File: config.mk
export PLATFORM = sky130hd
export DESIGN_NAME = multicycle_ctrl
export DESIGN_NICKNAME = d
export VERILOG_FILES = /design/src/rtl/multicycle_ctrl_pkg.sv /design/src/rtl/ctrl_wait_timer.sv /design/src/rtl/multicycle_ctrl.sv
export SDC_FILE = /design/constraint.sdc
export NUM_CORES = 1
export LEC_CHECK = 0
export CAP_MARGIN = 0
export CORE_UTILIZATION = 45
export DETAILED_ROUTE_END_ITERATION = 10
export PLACE_DENSITY = 0.78
export SLEW_MARGIN = 5
export SYNTH_ARGS = -nofsm -noshare
export SYNTH_HDL_FRONTEND = slang
export SYNTH_SLANG_ARGS = --single-unit
File: constraint.sdc
create_clock -name clk -period 3.06 [get_ports clk]
set_input_delay 0.459 -clock clk [delete_from_list [all_inputs] [get_ports clk]]
set_output_delay 0.459 -clock clk [all_outputs]
set_load 0.1 [all_outputs]
File: src/rtl/multicycle_ctrl_pkg.sv
// Shared encodings for the multicycle controller: FSM states, opcodes and PC-source selects.
package multicycle_ctrl_pkg;

  typedef enum logic [2:0] {
    StFetch  = 3'd0,
    StDecode = 3'd1,
    StExec   = 3'd2,
    StMem    = 3'd3,
    StWb     = 3'd4,
    StHalt   = 3'd5
  } state_e;

  localparam logic [3:0] OpNop   = 4'h0;
  localparam logic [3:0] OpAddi  = 4'h8;
  localparam logic [3:0] OpLoad  = 4'h9;
  localparam logic [3:0] OpStore = 4'hA;
  localparam logic [3:0] OpBeq   = 4'hB;
  localparam logic [3:0] OpJmp   = 4'hC;
  localparam logic [3:0] OpHalt  = 4'hF;

  localparam logic [1:0] PcSelInc = 2'd0;  // PC + 1
  localparam logic [1:0] PcSelRel = 2'd1;  // PC + sext(imm12)
  localparam logic [1:0] PcSelAbs = 2'd2;  // sext(imm12)

  localparam logic [2:0] AluAdd = 3'd0;

  // 0x1..0x7 carry the ALU operation in their low three bits.
  function automatic logic is_rtype(input logic [3:0] op);
    return (op >= 4'h1) && (op <= 4'h7);
  endfunction

  function automatic logic is_reserved(input logic [3:0] op);
    return (op == 4'hD) || (op == 4'hE);
  endfunction

endpackage

File: src/rtl/ctrl_wait_timer.sv
// Counts consecutive wait cycles; expired flags the WAIT_MAX-th cycle that is still waiting.
module ctrl_wait_timer #(
  parameter int unsigned WAIT_MAX = 15
) (
  input  logic clk,
  input  logic rst_n,
  input  logic run,
  input  logic clear,
  output logic expired
);

  localparam int unsigned CntW = (WAIT_MAX > 1) ? $clog2(WAIT_MAX) : 1;
  localparam logic [CntW-1:0] Limit = CntW'(WAIT_MAX - 1);

  logic [CntW-1:0] count_q, count_d;

  // count_q holds the number of wait cycles already spent before the current one.
  assign expired = run && (count_q == Limit);

  // Next count: clear wins, otherwise advance while waiting.
  always_comb begin
    count_d = count_q;
    if (clear) begin
      count_d = '0;
    end else if (run && !expired) begin
      count_d = count_q + 1'b1;
    end
  end

  // Counter register.
  always_ff @(posedge clk or negedge rst_n) begin
    if (!rst_n) begin
      count_q <= '0;
    end else begin
      count_q <= count_d;
    end
  end

endmodule

File: src/rtl/multicycle_ctrl.sv
// Multicycle processor control FSM: fetch/decode/exec/mem/wb sequencing with wait timeout.
module multicycle_ctrl
  import multicycle_ctrl_pkg::*;
#(
  parameter int unsigned WAIT_MAX = 15
) (
  input  logic        clk,
  input  logic        rst_n,
  input  logic [15:0] instr,
  input  logic        instr_valid,
  input  logic        mem_ready,
  input  logic        zero_flag,
  output logic        ir_load,
  output logic        pc_en,
  output logic [1:0]  pc_sel,
  output logic        imm_ext_en,
  output logic [2:0]  alu_op,
  output logic        mem_rd,
  output logic        mem_wr,
  output logic        reg_wr,
  output logic        wb_sel_mem,
  output logic [2:0]  state,
  output logic        halted,
  output logic        illegal,
  output logic        bus_error,
  output logic [15:0] retired
);

  state_e      state_q, state_d;
  logic [3:0]  ir_op_q;  // only the opcode field of IR matters to control
  logic        illegal_q, bus_error_q;
  logic [15:0] retired_q;
  logic        fetch_hs, wait_run, wait_clear, wait_expired, retire;

  // Immediate bits are consumed by the datapath, not here.
  logic unused_imm;
  assign unused_imm = ^instr[11:0];

  assign fetch_hs   = (state_q == StFetch) && instr_valid;
  assign wait_run   = ((state_q == StFetch) && !instr_valid) ||
                      ((state_q == StMem) && !mem_ready);
  assign wait_clear = (state_d != state_q);
  assign retire     = (state_d == StFetch) && (state_q inside {StDecode, StExec, StMem, StWb});

  ctrl_wait_timer #(
    .WAIT_MAX(WAIT_MAX)
  ) u_wait_timer (
    .clk    (clk),
    .rst_n  (rst_n),
    .run    (wait_run),
    .clear  (wait_clear),
    .expired(wait_expired)
  );

  // Next-state decode; a handshake always beats a simultaneous timeout.
  always_comb begin
    state_d = state_q;
    case (state_q)
      StFetch: begin
        if (instr_valid)       state_d = StDecode;
        else if (wait_expired) state_d = StHalt;
      end
      StDecode: begin
        if (ir_op_q == OpNop)                               state_d = StFetch;
        else if (ir_op_q == OpHalt || is_reserved(ir_op_q)) state_d = StHalt;
        else                                                state_d = StExec;
      end
      StExec: begin
        if (is_rtype(ir_op_q) || ir_op_q == OpAddi)        state_d = StWb;
        else if (ir_op_q == OpLoad || ir_op_q == OpStore)  state_d = StMem;
        else                                               state_d = StFetch;
      end
      StMem: begin
        if (mem_ready)         state_d = (ir_op_q == OpLoad) ? StWb : StFetch;
        else if (wait_expired) state_d = StHalt;
      end
      StWb:    state_d = StFetch;
      StHalt:  state_d = StHalt;
      default: state_d = StFetch;
    endcase
  end

  // Output decode; everything is forced quiet while reset is held.
  always_comb begin
    ir_load    = 1'b0;
    pc_en      = 1'b0;
    pc_sel     = PcSelInc;
    imm_ext_en = 1'b0;
    alu_op     = AluAdd;
    mem_rd     = 1'b0;
    mem_wr     = 1'b0;
    reg_wr     = 1'b0;
    wb_sel_mem = 1'b0;
    if (rst_n) begin
      case (state_q)
        StFetch: begin
          mem_rd = 1'b1;
          if (instr_valid) begin
            ir_load = 1'b1;
            pc_en   = 1'b1;
            pc_sel  = PcSelInc;
          end
        end
        StExec: begin
          if (is_rtype(ir_op_q)) begin
            alu_op = ir_op_q[2:0];
          end else if (ir_op_q inside {OpAddi, OpLoad, OpStore}) begin
            alu_op     = AluAdd;
            imm_ext_en = 1'b1;
          end else if (ir_op_q == OpBeq) begin
            if (zero_flag) begin
              pc_en  = 1'b1;
              pc_sel = PcSelRel;
            end
          end else if (ir_op_q == OpJmp) begin
            pc_en  = 1'b1;
            pc_sel = PcSelAbs;
          end
        end
        StMem: begin
          mem_rd = (ir_op_q == OpLoad);
          mem_wr = (ir_op_q == OpStore);
        end
        StWb: begin
          reg_wr     = 1'b1;
          wb_sel_mem = (ir_op_q == OpLoad);
        end
        default: ;
      endcase
    end
  end

  assign state     = state_q;
  assign halted    = (state_q == StHalt);
  assign illegal   = illegal_q;
  assign bus_error = bus_error_q;
  assign retired   = retired_q;

  // State, IR opcode, sticky flags and retire counter.
  always_ff @(posedge clk or negedge rst_n) begin
    if (!rst_n) begin
      state_q     <= StFetch;
      ir_op_q     <= 4'h0;
      illegal_q   <= 1'b0;
      bus_error_q <= 1'b0;
      retired_q   <= 16'h0000;
    end else begin
      state_q <= state_d;
      if (fetch_hs) ir_op_q <= instr[15:12];
      if ((state_q == StDecode) && is_reserved(ir_op_q)) illegal_q <= 1'b1;
      if (wait_expired) bus_error_q <= 1'b1;
      if (retire) retired_q <= retired_q + 16'd1;
    end
  end

endmodule
### Clock routing, run 1

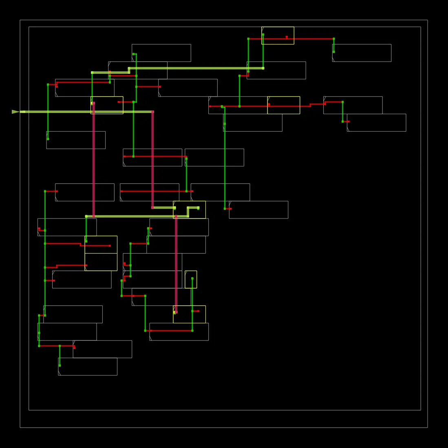
layout clock buffer count: 7
Num CTS Buffers: 5
P_clk: 0.342 mW

### Placement by cell class, run 1

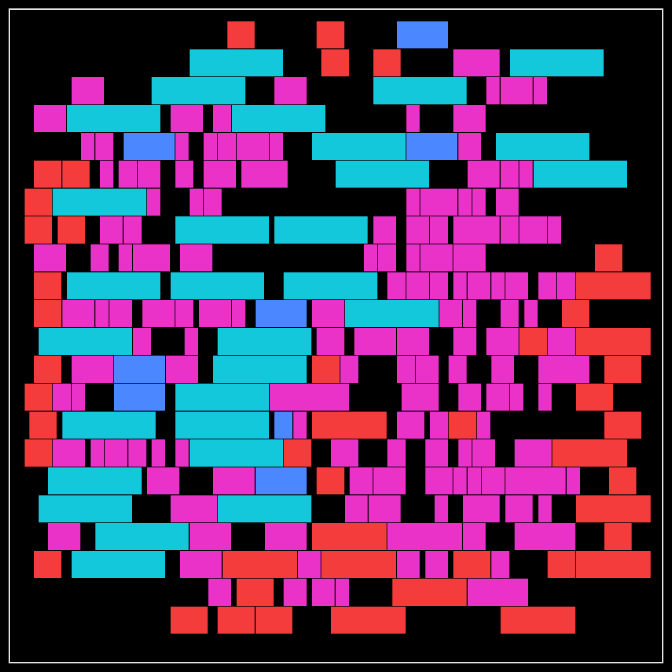
- red: other buffers and delay cells (cells 46; share of their area 22%)
- blue: clock drivers and dummy loads (cells 8; share of their area 4.3%)
- magenta: all other logic (cells 149; share of their area 43%)
- cyan: flip-flops (cells 29; share of their area 31%)

==> impl_metrics.py, run 1 <==
# Flow results
metrics = {
    "run_status": {
        "status": "complete, no violations",
    },
    "timing": {
        "finalCritPeriodShare_pct": 82.3,
        "relSlewSlack_pct": 63.2,
        "setup_slack_ns": 0.542,
        "timing.hold.ws_ns": 0.462,
        "tightest_slew_ns": 0.552,
        "maxSlewViolCount": 0,
    },
    "cells_and_area": {
        "most-common-layout-cells": "29 x dfrtp_1, 26 x buf_4, 20 x nor2_1",
        "comb_area_um2": 980,
        "fillCellCount": 292,
        "final-nonclk-buf-share_pct": 21.4,
        "n_antenna_cell": 0,
        "design_area_um2": 2410,
        "logic_gate_count": 141,
        "clock_area_share_pct": 4.20,
        "synthToLayoutAreaGrowth_pct": 41.1,
        "drive_above_1_share_pct": 27.2,
        "design.seq.count": 29,
    },
    "clock_network": {
        "post_cts_resized": 0,
        "postCtsSetupBuffers": 0,
        "clock_path_buffers": 2,
        "tritoncts": "yes",
        "clkSinkCount": 29,
        "htreeDepth": 2,
        "cts-root-buf": "clkbuf_8",
        "path_clk_slew_ns": 0.06,
        "insertion_delay_ns": 0.28,
    },
    "logic_synthesis": {
        "edf_count": 0,
        "top_cell": "dfrtp_1",
        "aoi_share_pct": 10.5,
        "floorplan.nets": 212,
        "synth_top_cell_by_area": "dfrtp_1",
        "ys_cells": 188,
        "synth_cell_type_count": 42,
        "yosysTopAreaCellShare_pct": 42.5,
        "ys_seq_elements": 29,
        "synth-adder-area-share_pct": 2.20,
        "area_leaders": "dfrtp_1 42%, xor2_1 8.2%, nor2_1 4.6%",
        "synth.avg_cell_area_um2": 9.09,
        "ys_sh_mux_pct": 3.88,
        "common_cells": "29 x dfrtp_1, 21 x nor2_1, 16 x xor2_1",
    },
    "detailed_routing": {
        "routed_wl_um": 3800,
        "antenna_left": 0,
        "dr.max_layer_used": "met4",
    },
    "floorplan": {
        "dieWidth_um": 63.6,
        "die_y_um": 63.6,
        "die_area_um2": 4050,
        "row_count": 22,
        "core-area_um2": 3660,
        "io_pins": 55,
        "tap_cells": 48,
    },
    "place": {
        "place_ws_ns": 0.459,
        "placed_cell_area_um2": 2310,
        "gp_congestion": 0.866,
        "port_buffers": 42,
    },
    "setup_path": {
        "cp.depth": 6,
        "startpoint": "ir_op_q[3]$_DFFE_PN0P_",
        "worstSetupPathType": "register to register",
        "r2r_start": "ir_op_q[3]$_DFFE_PN0P_",
        "cp_slowest_stage_delay_ns": 0.66,
        "crit_chain": "or4_1 -> nand3_1 -> a311oi_1 -> a2111o_1 -> nor4_2 -> xor2_1",
        "critPathLaunchType": "register",
        "worstPathArrival_ns": 2.72,
        "r2r_slack_ns": 0.54,
        "crit_family": "simple AND/OR/NAND/NOR gates",
        "critPathBufInv": 0,
    },
    "power_and_ir_drop": {
        "leakage_nw": 1.13,
        "p_sw_mw": 1.31,
        "powerDensity_nw_per_um2": 999,
        "maxPowerGroup": "combinational cells",
        "clockPowerShare_pct": 14.2,
    },
    "global_route": {
        "grt_pass1_wl_um": 6600,
        "top_usage_layer": "met2",
        "grt_pass1_vias": 1413,
        "antenna_found_initial": 0,
        "grt_max_degree": 22,
        "gr-usage-met3_pct": 5.80,
        "overflow": 0,
    },
    "worst_hold_path": {
        "hold_class": "register to register",
        "hold_end": "illegal$_DFFE_PN0P_",
        "hold_path_depth": 1,
        "hp-start": "illegal$_DFFE_PN0P_",
    },
    "flow_run": {
        "warnings": 39,
    },
}
### Sequential cells grouped by signal name, run 1

Other sequential cells in the stronger gray, the rest of the logic in the fainter gray.
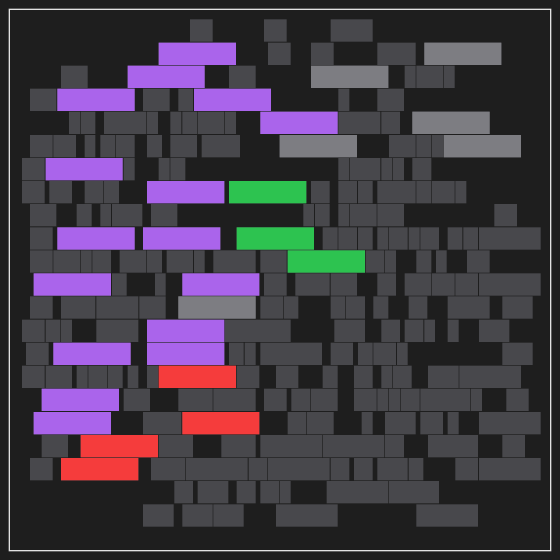
- purple: `retired` (placed flops 16)
- red: `ir_op_q` (placed flops 4; where lower left)
- green: `state` (placed flops 3)
- not colored: 6
fin util: 65.9%
sequential power: 0.653 mW
register area: 726 µm²
Seq area share: 30.1%

### Gate-type map, run 1

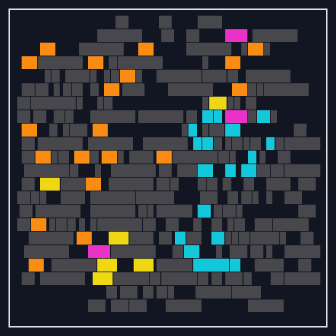
- cyan: inverting AOI/OAI gates (cells 18; most used a21oi_1)
- magenta: adder and majority cells (cells 3; most used ha_1)
- yellow: multiplexers (cells 6; most used mux2_2)
- orange: XOR/XNOR gates (cells 19; most used xor2_1)
Non-Filler Instances: 280
Comb/total area: 40.6%

==> run 2, diff against run 1 <==
==> constraint.sdc (replaced) <==
create_clock -name clk -period 2.58 [get_ports clk]
set_input_delay 0.387 -clock clk [delete_from_list [all_inputs] [get_ports clk]]
set_output_delay 0.387 -clock clk [all_outputs]
set_load 0.1 [all_outputs]
### Placement by cell class, run 2

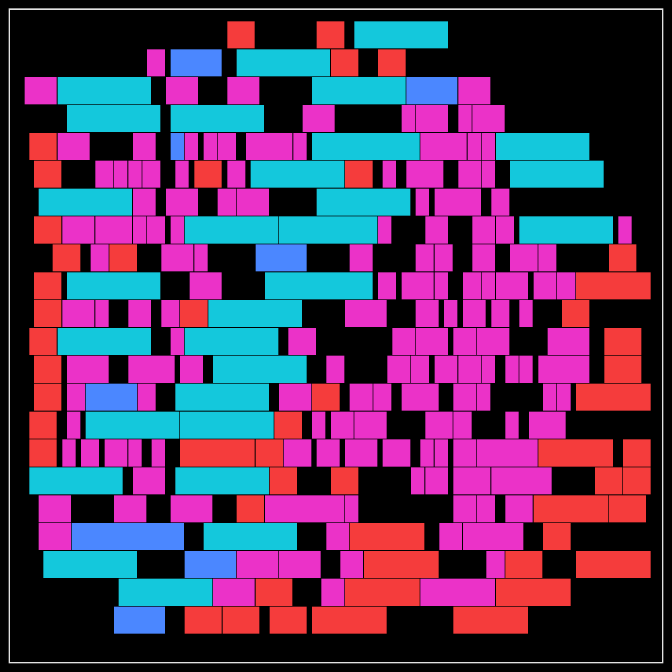
- blue: clock drivers and dummy loads (cells 8; share of their area 4.8%)
- red: other buffers and delay cells (cells 51; share of their area 23%)
- cyan: flip-flops (cells 29; share of their area 30%)
- magenta: all other logic (cells 149; share of their area 42%)

### Sequential cells grouped by signal name, run 2

Other sequential cells in the stronger gray, the rest of the logic in the fainter gray.
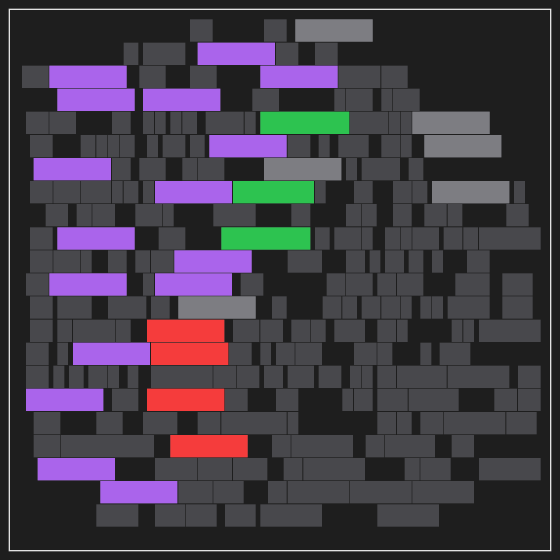
- red: `ir_op_q` (placed flops 4)
- green: `state` (placed flops 3)
- purple: `retired` (placed flops 16)

### Gate-type map, run 2

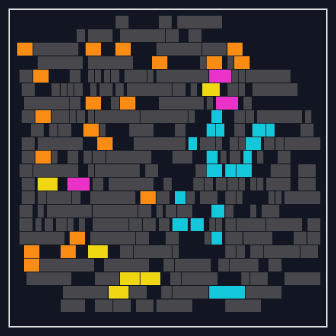
- magenta: adder and majority cells (cells 3; most used ha_1)
- cyan: inverting AOI/OAI gates (cells 18; most used a21oi_1)
- yellow: multiplexers (cells 6; most used mux2_2)
- orange: XOR/XNOR gates (cells 19; most used xor2_1)

==> run 2 against run 1 <==
Cell count rose by 1.8%. Final area rose by 2.7%. Non-clock buffer count rose by 5. Sequential power rose by 15%. Synthesized area did not move. Count of clock-buffer cells in the layout did not move. Via count rose by 1.3%. Critical path type is now register to output pin. Highest routed layer unchanged.
==> impl_metrics.py, run 2 <==
# Flow results
metrics = {
    "global_route": {
        "top_usage_layer": "met2",
        "gr-usage-met3_pct": 5.07,
        "grt_max_degree": 22,
        "antenna_found_initial": 0,
        "use_met2_pct": 35.2,
        "overflow": 0,
        "grt_pass1_vias": 1446,
        "grt_pass1_wl_um": 6620,
    },
    "floorplan": {
        "die_area_um2": 4050,
        "row_count": 22,
        "tap_cells": 48,
        "core-area_um2": 3660,
        "dieWidth_um": 63.6,
        "io_pins": 55,
        "die_y_um": 63.6,
    },
    "power_and_ir_drop": {
        "maxPowerGroup": "combinational cells",
        "clockPowerShare_pct": 16.1,
        "p_sw_mw": 1.57,
        "powerDensity_nw_per_um2": 1220,
        "p_comb_mw": 1.78,
        "leakage_nw": 1.15,
        "p_comb_share_pct": 59.1,
        "powerSeq_mw": 0.748,
        "powerClk_mw": 0.485,
        "switching_share_pct": 52.2,
    },
    "logic_synthesis": {
        "ys_cells": 188,
        "common_cells": "29 x dfrtp_1, 21 x nor2_1, 16 x xor2_1",
        "synth_cell_type_count": 42,
        "synth.avg_cell_area_um2": 9.09,
        "edf_count": 0,
        "yosysTopAreaCellShare_pct": 42.5,
        "ys_seq_elements": 29,
        "synth-adder-area-share_pct": 2.20,
        "ys_sh_mux_pct": 3.88,
        "area_leaders": "dfrtp_1 42%, xor2_1 8.2%, nor2_1 4.6%",
        "top_cell": "dfrtp_1",
        "synth_top_cell_by_area": "dfrtp_1",
        "floorplan.nets": 212,
    },
    "timing": {
        "fmax_ghz": 0.433,
        "timing.hold.ws_ns": 0.451,
        "relSlewSlack_pct": 64.0,
        "tightest_slew_ns": 0.536,
        "finalCritPeriodShare_pct": 89.5,
        "maxSlewViolCount": 0,
        "setup_slack_ns": 0.271,
    },
    "cells_and_area": {
        "comb_area_um2": 983,
        "regArea_um2": 734,
        "clock_area_share_pct": 4.70,
        "design_area_um2": 2480,
        "nClkBuffers": 7,
        "postLayoutCoreUtil_pct": 67.7,
        "logic_gate_count": 141,
        "fillCellCount": 288,
        "fin_cells": 285,
        "most-common-layout-cells": "31 x buf_4, 26 x dfrtp_1, 20 x nor2_1",
        "comb_share_pct": 39.7,
        "synthToLayoutAreaGrowth_pct": 44.9,
        "drive_above_1_share_pct": 29.5,
        "n_antenna_cell": 0,
        "design.seq.count": 29,
        "sh_seq_area_pct": 29.6,
        "final-nonclk-buf-share_pct": 22.3,
    },
    "setup_path": {
        "worstSetupPathType": "register to output pin",
        "r2r_slack_ns": 0.28,
        "critPathLaunchType": "register",
        "critPathBufInv": 1,
        "r2r_start": "ir_op_q[0]$_DFFE_PN0P_",
        "cp.depth": 5,
        "crit_chain": "nor2b_1 -> nand3_1 -> nor2_1 -> and2_1 -> buf_12",
        "startpoint": "state[1]$_DFF_PN0_",
        "crit_family": "simple AND/OR/NAND/NOR gates",
        "worstPathArrival_ns": 1.92,
        "cp_slowest_stage_delay_ns": 0.51,
    },
    "run_status": {
        "status": "complete, no violations",
    },
    "detailed_routing": {
        "wl_per_cell_um": 13.3,
        "num_vias": 1527,
        "routed_wl_um": 3780,
        "dr.max_layer_used": "met4",
        "antenna_left": 0,
    },
    "place": {
        "port_buffers": 42,
        "gp_congestion": 0.845,
        "dp_hpwl_um": 2830,
        "placed_cell_area_um2": 2360,
        "place_ws_ns": 0.167,
    },
    "clock_network": {
        "htreeDepth": 2,
        "postCtsSetupBuffers": 0,
        "clock_path_buffers": 2,
        "cts-root-buf": "clkbuf_8",
        "cts_buffers": 5,
        "path_clk_slew_ns": 0.06,
        "insertion_delay_ns": 0.28,
        "clkSinkCount": 29,
        "tritoncts": "yes",
        "post_cts_resized": 0,
    },
    "flow_run": {
        "warnings": 40,
    },
    "worst_hold_path": {
        "hold_class": "input port to asynchronous set/reset pin",
    },
}
==> run 3, diff against run 2 <==
--- a/config.mk
+++ b/config.mk
@@ -5,10 +5,12 @@
 export SDC_FILE = /design/constraint.sdc
 export NUM_CORES = 1
 export LEC_CHECK = 0
+export ABC_AREA = 1
 export CAP_MARGIN = 0
 export CORE_UTILIZATION = 45
+export CTS_BUF_LIST = sky130_fd_sc_hd__clkbuf_16
 export DETAILED_ROUTE_END_ITERATION = 10
-export PLACE_DENSITY = 0.78
+export PLACE_DENSITY = 0.76
 export SLEW_MARGIN = 5
 export SYNTH_ARGS = -nofsm -noshare
 export SYNTH_HDL_FRONTEND = slang
### Gate-type map, run 3

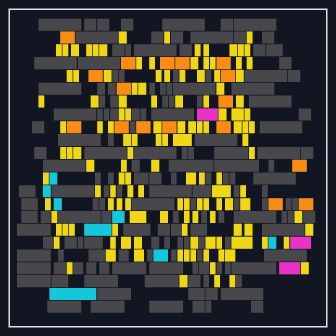
- yellow: NAND gates (cells 132; most used nand2_1)
- cyan: inverting AOI/OAI gates (cells 8; most used o21ai_0)
- magenta: adder and majority cells (cells 3; most used ha_1)
- orange: XOR/XNOR gates (cells 17; most used xor2_1)

### Clock routing, run 3

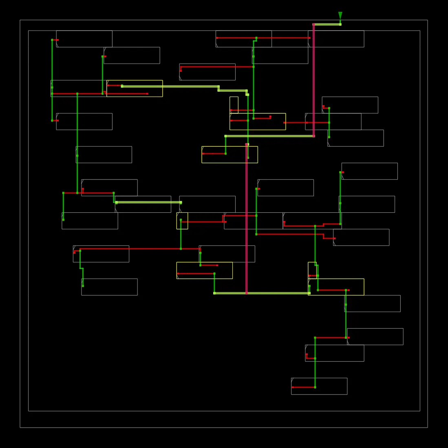
Late-Pin Clk Latency: 0.27 ns
Clock Sink Count: 29

### Placement by cell class, run 3

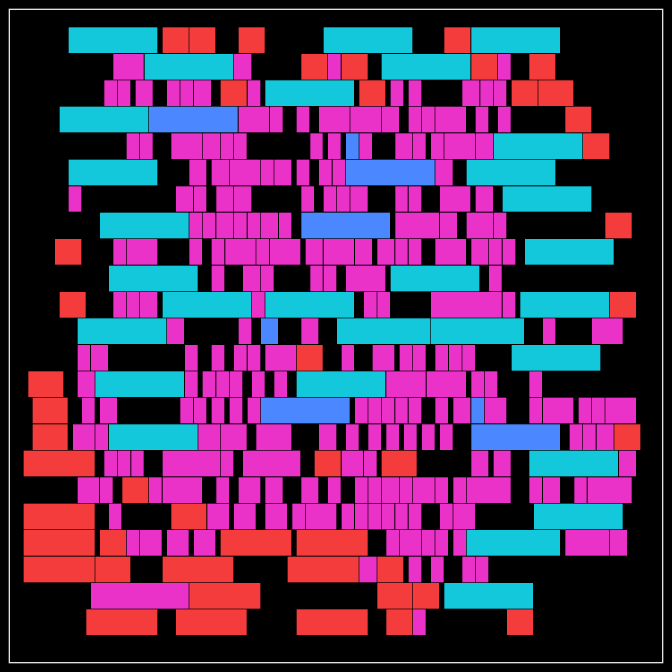
- blue: clock drivers and dummy loads (cells 8; share of their area 5.3%)
- magenta: all other logic (cells 236; share of their area 47%)
- red: other buffers and delay cells (cells 46; share of their area 20%)
- cyan: flip-flops (cells 29; share of their area 28%)
design area: 2660 µm²
row cnt: 23
Seq area share: 27.4%
core area: 4030 µm²
fin util: 66.1%

==> run 3 against run 2 <==
Synthesized area grew 11%. Highest routed layer unchanged. Sequential cell count stayed put. Final area rose by 7.5%. Largest cell class unchanged. Power about the same. Synthesized cell count is 43% higher. Critical path type unchanged. Setup slack lost 0.040 ns. Largest power group unchanged. Critical endpoint is now pc_en. Critical path depth up 3. Combinational power about the same.
==> impl_metrics.py, run 3 <==
# Flow results
metrics = {
    "setup_path": {
        "cp_slowest_stage_delay_ns": 0.46,
        "critPathLaunchType": "register",
        "crit_chain": "inv_2 -> nand2_2 -> nor2_1 -> inv_1 -> nor2_1 -> inv_1 -> a21oi_4 -> buf_12",
        "worstPathArrival_ns": 1.96,
        "r2r_slack_ns": 0.59,
        "worstSetupPathType": "register to output pin",
        "startpoint": "state[2]$_DFF_PN0_",
        "r2r_start": "u_wait_timer.count_q[0]$_DFFE_PN0P_",
        "cp.depth": 8,
    },
    "floorplan": {
        "die_y_um": 67.0,
        "io_pins": 55,
        "die_area_um2": 4490,
    },
    "place": {
        "place_ws_ns": 0.280,
        "placed_cell_area_um2": 2530,
        "gp_congestion": 0.897,
        "port_buffers": 42,
    },
    "worst_hold_path": {
        "hp-start": "bus_error$_DFFE_PN0P_",
        "hold_class": "register to register",
        "hold_end": "bus_error$_DFFE_PN0P_",
        "hold_path_depth": 2,
    },
    "clock_network": {
        "postCtsSetupBuffers": 0,
        "cts-root-buf": "clkbuf_16",
        "path_clk_slew_ns": 0.05,
        "post_cts_resized": 0,
        "cts_buffers": 5,
        "htreeDepth": 2,
        "clock_path_buffers": 2,
        "tritoncts": "yes",
    },
    "power_and_ir_drop": {
        "switching_share_pct": 55.1,
        "powerClk_mw": 0.543,
        "p_comb_mw": 1.75,
        "powerDensity_nw_per_um2": 1130,
        "leakage_nw": 1.31,
        "p_comb_share_pct": 58.1,
    },
    "cells_and_area": {
        "drive_above_1_share_pct": 24.5,
        "logic_gate_count": 208,
        "synthToLayoutAreaGrowth_pct": 40.0,
        "fin_cells": 369,
        "final-nonclk-buf-share_pct": 19.4,
        "most-common-layout-cells": "87 x nand2_1, 33 x nand3_1, 28 x nor2_1",
        "fillCellCount": 349,
        "comb_area_um2": 1110,
        "comb_share_pct": 41.8,
        "regArea_um2": 729,
    },
    "detailed_routing": {
        "num_vias": 1870,
        "routed_wl_um": 4640,
        "wl_per_cell_um": 12.6,
    },
    "global_route": {
        "top_usage_layer": "met2",
        "grt_pass1_wl_um": 7600,
        "grt_pass1_vias": 1672,
        "antenna_found_initial": 0,
        "overflow": 0,
        "grt_max_degree": 30,
        "use_met2_pct": 36.9,
    },
    "timing": {
        "fmax_ghz": 0.426,
        "setup_slack_ns": 0.231,
        "maxSlewViolCount": 0,
    },
    "logic_synthesis": {
        "ys_cells": 268,
        "synth.avg_cell_area_um2": 7.10,
        "floorplan.nets": 292,
        "edf_count": 0,
        "aoi_share_pct": 2.89,
        "area_leaders": "dfrtp_1 38%, nand2_1 17%, nand3_1 8.7%",
        "yosysTopAreaCellShare_pct": 38.1,
        "synth_cell_type_count": 26,
        "ys_seq_elements": 29,
        "ys_sh_mux_pct": 0,
    },
    "run_status": {
        "status": "complete, no violations",
    },
}

==> notes/layouts.md <==
Pictures saved along the way, in no particular order.

Routed clock nets over the placement.
The bar under the picture is 20 µm long.
panel A
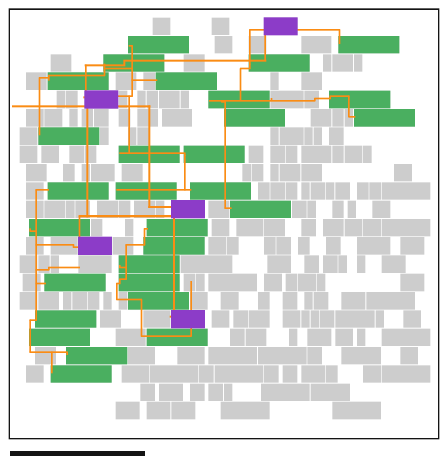
panel B
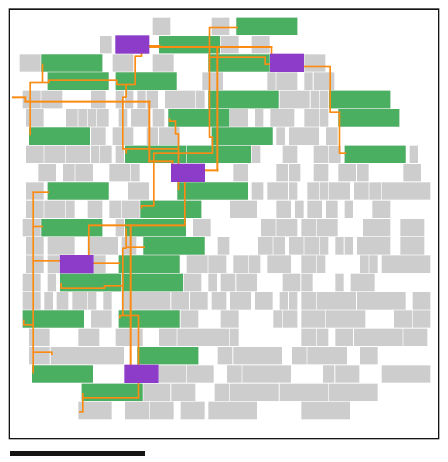
panel C
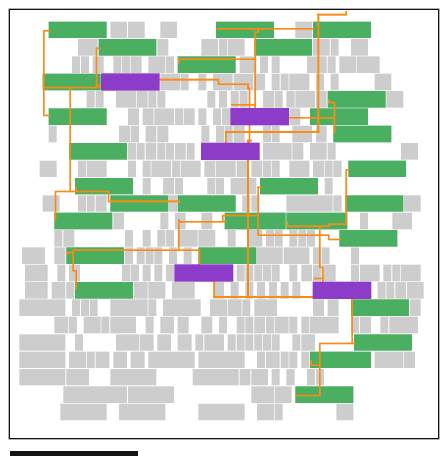
- panel A = run 1
- panel B = run 2
- panel C = run 3

Key to panel A:
- orange: clock wires (length 375 µm)
- green: flip-flops (count 29)
- purple: cells driving clock nets (count 5)
- routed clock nets: 6

No activity file was given, so power comes from the tool's default toggle rates.
